`src/rtl/tbus_receiver.sv`:
```
// tbus_receiver: receiving end of the inverting tristate data bus.
// Captures active-low byte beats with a four-phase STB/ACK handshake and
// assembles them into a word presented on a valid/ready output.
// Optional feature macro: TBUS_PARITY_EN (adds BUS_PAR and per-word odd-parity
// checking reported on PAR_ERR; without it PAR_ERR is tied to 0).
module tbus_receiver #(
  parameter int BEATS  = 4,
  parameter int BEAT_W = 8
) (
  input  logic                    CLK,
  input  logic                    RST,
  input  logic [BEAT_W-1:0]       nBUS_D,
  input  logic                    BUS_STB,
  input  logic                    BUS_LAST,
`ifdef TBUS_PARITY_EN
  input  logic                    BUS_PAR,
`endif
  output logic                    BUS_ACK,
  output logic [BEATS*BEAT_W-1:0] WORD,
  output logic [2:0]              WORD_LEN,
  output logic                    WORD_VALID,
  input  logic                    WORD_READY,
  output logic                    PAR_ERR
);

  localparam int CNT_W = (BEATS > 1) ? $clog2(BEATS) : 1;
  localparam logic [CNT_W-1:0] LAST_CNT = CNT_W'(BEATS - 1);

  logic [CNT_W-1:0]        cnt;
  logic [BEATS*BEAT_W-1:0] partial;
  logic [BEATS*BEAT_W-1:0] merged;
  logic [BEAT_W-1:0]       data;
  logic                    capture;
  logic                    final_beat;

  // Restore true polarity, decide whether this edge captures, and build the
  // partial word with the current beat dropped into lane cnt.
  always_comb begin
    // NOTE: every signal assigned here gets a default first so no path leaves
    // it unassigned; otherwise synthesis would infer a latch.
    data       = ~nBUS_D;
    capture    = BUS_STB & ~BUS_ACK & ~WORD_VALID;
    final_beat = BUS_LAST | (cnt == LAST_CNT);
    merged     = partial;
    for (int i = 0; i < BEATS; i++) begin
      if (cnt == CNT_W'(i)) merged[i*BEAT_W +: BEAT_W] = data;
    end
  end

  // Handshake, beat counter, partial-word accumulation and word output.
  always_ff @(posedge CLK or posedge RST) begin
    if (RST) begin
      // NOTE: the partial-word register is reset (unlike a RAM) because lanes
      // above the final beat must read as 0 in the delivered word.
      BUS_ACK    <= 1'b0;
      WORD       <= '0;
      WORD_LEN   <= 3'd0;
      WORD_VALID <= 1'b0;
      cnt        <= '0;
      partial    <= '0;
    end else begin
      // NOTE: non-blocking assignments so every register samples the values
      // from before this edge, independent of statement order.
      if (capture) begin
        BUS_ACK <= 1'b1;
        if (final_beat) begin
          WORD       <= merged;
          WORD_LEN   <= 3'(cnt) + 3'd1;
          WORD_VALID <= 1'b1;
          cnt        <= '0;
          partial    <= '0;
        end else begin
          partial <= merged;
          cnt     <= cnt + 1'b1;
        end
      end else begin
        if (!BUS_STB)   BUS_ACK    <= 1'b0;
        if (WORD_READY) WORD_VALID <= 1'b0;
      end
    end
  end

`ifdef TBUS_PARITY_EN
  logic err_flag;
  logic beat_bad;

  // A beat is bad when data and parity bit together have even weight.
  always_comb begin
    beat_bad = ~(^data ^ BUS_PAR);
  end

  // Sticky per-word parity flag, transferred to PAR_ERR with the word.
  always_ff @(posedge CLK or posedge RST) begin
    if (RST) begin
      err_flag <= 1'b0;
      PAR_ERR  <= 1'b0;
    end else if (capture) begin
      if (final_beat) begin
        PAR_ERR  <= err_flag | beat_bad;
        err_flag <= 1'b0;
      end else begin
        err_flag <= err_flag | beat_bad;
      end
    end
  end
`else
  assign PAR_ERR = 1'b0;
`endif

endmodule

```
`config.mk`:
```
export PLATFORM = sky130hd
export DESIGN_NAME = tbus_receiver
export DESIGN_NICKNAME = d
export VERILOG_FILES = /design/src/rtl/tbus_receiver.sv
export SDC_FILE = /design/constraint.sdc
export NUM_CORES = 1
export LEC_CHECK = 0
export CAP_MARGIN = 10
export CORE_MARGIN = 4
export CORE_UTILIZATION = 51
export CTS_CLUSTER_SIZE = 12
export DETAILED_ROUTE_END_ITERATION = 10
export PLACE_DENSITY_LB_ADDON = 0.2
export SLEW_MARGIN = 20
export SYNTH_ARGS = -nofsm -noshare
export SYNTH_HDL_FRONTEND = slang
export SYNTH_SLANG_ARGS = --single-unit
```
`constraint.sdc`:
```
create_clock -name CLK -period 3.3 [get_ports CLK]
set_input_delay 0.33 -clock CLK [delete_from_list [all_inputs] [get_ports CLK]]
set_output_delay 0.33 -clock CLK [all_outputs]
set_load 0.02 [all_outputs]
```
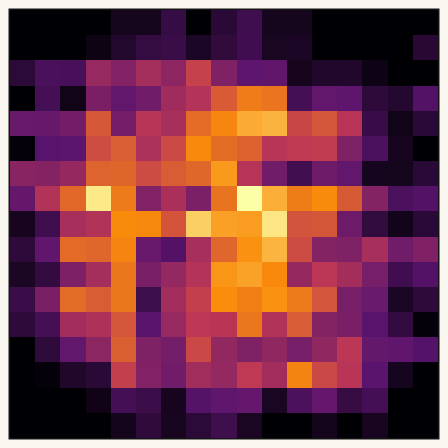
(routed metal per tile)
17 x 17 tiles, from black (low) to pale yellow (high), scaled to the fullest tile. Values are wire area over tile area, all layers added.
mean over tiles	0.15
emptiest ninth of the die	top right
fullest tile	0.46
nearly empty tiles	14%
densest ninth of the die	middle
tiles over half the peak	25%

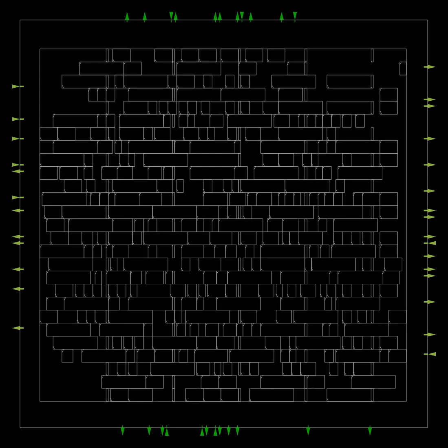
(placement view)
fraction of area in registers: 47.9%
Seq cells: 71

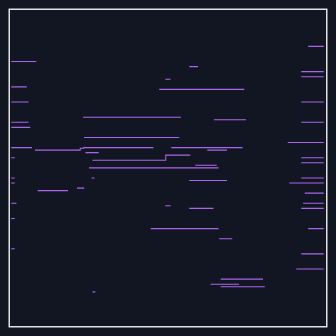
(met3 routing)
nets with wire on the layer	42
main direction	horizontal

==> COMMIT_EDITMSG <==
Record implementation results from latest flow run

- In the placement report, post-DP HPWL is listed as 4420 um.
* Most frequent cells after synthesis: sky130_fd_sc_hd__o21ai_0, sky130_fd_sc_hd__dfrtp_1, sky130_fd_sc_hd__nand2_1
- Worst Setup End Kind: flip-flop
* Total Power Consumption: 2.95 mW
- Cell-internal power: 1.92 mW
* Number of hold buffers added after CTS: 0
- Number of tap instances: 72
- A synthesized cell averages 10.4 um^2.
- Run status: finished, final reports clean
- Number of CTS-inserted buffers: 9
* Count of fill cells added during filler insertion: 476
- The worst path meets setup with 1.07 ns of slack.
- Counting every instance in the synthesized netlist gives 289.
- The layout report lists the combined flip-flop and latch area as 1780 um^2.
- Setup repair after global routing left no endpoint under its margin.
- In the final layout, non-clock buffers account for 14.4% of the cell area.
- According to the floorplan report, the placeable core area is 5610 um^2.
* Antenna Violating Nets Remaining: 0
- Ranking logic cells in the layout by count gives the top entries sky130_fd_sc_hd__o21ai_0, sky130_fd_sc_hd__dfrtp_1, sky130_fd_sc_hd__clkdlybuf4s50_1.
* Signal inverters: 6
- Clock input transition at the sequential cells of the worst setup and hold paths: 0.07 ns
* Clock Buffer Count: 13
- Global Route Usage Sum: 20.4%
- Placed cell area: 3540 um^2
* Maximum vdd drop: 0.601 mV
- Once the clock tree was built, the setup fixing pass inserted 0 buffers.
- After synthesis the cells add up to 3020 um^2.
- Buffers excl. clock: 55
* Synthesis-to-layout area growth: 22.9%
* Crit Reg-Reg Endpoint: WORD[17]
- The synthesis log from Yosys contains 0 warnings.
* Quantity of gates resized following cts: 0
* Post-placement setup slack: 1.07 ns
- Adding up every negative setup slack in the final design gives 0 ns.
- Fa+ha+maj area frac: 2.49%
* IO Count: 51
* Reported sequential group power: 1.25 mW
- Fraction of post-synthesis cell area in the top cell type by area: 58.9%
- Average vias per placed instance: 5.71
* Path depth of the worst reg2reg path: 5
- For reference, simple AND, OR, NAND and NOR cells occupy 7.67% of the area reported after synthesis.
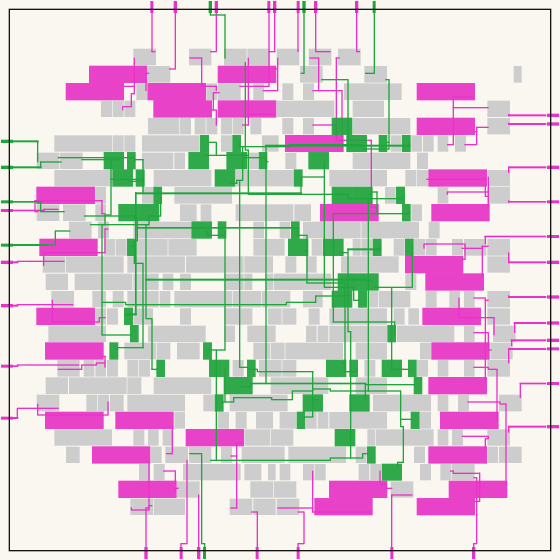
(wires at chosen ports, followed through buffers)
colour	port	bits	direction	end cells	buffers	wire
green	`nBUS_D`	8	input	58	8	969 um
magenta	`WORD`	32	output	32	32	646 um

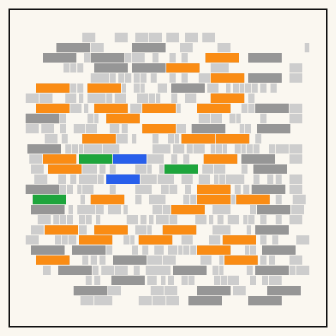
(sequential cells grouped by signal name)
colour	signal	placed flops
orange	`partial`	32
blue	`cnt`	2
green	`WORD_LEN`	3
not coloured	34

==> sequential cells by signal (all words and copies together) (netlist names) <==
signal      cells
WORD           32
partial        32
WORD_LEN        3
cnt             2
BUS_ACK         1
WORD_VALID      1
==> worst max-delay path by stage <==
stage / end / slack [ns] / depth (start not counted)
after floorplan: BUS_ACK / 1.17 / 1
after global placement: partial[23] / 1.18 / 5
after detailed placement: WORD[17] / 1.07 / 5
after CTS: WORD[17] / 1.06 / 5
after global routing: WORD[16] / 0.74 / 5
final: WORD[17] / 1.07 / 5
==> metal layers <==
layer | part of all wire [%] | GRT usage (%)
met3 | 6.3 | 3.88
met5 | 0 | 0
met4 | 2.2 | 10.2
met1 | 45 | 29.5
met2 | 46 | 29.3
Power is estimated from default activity; no workload was simulated.
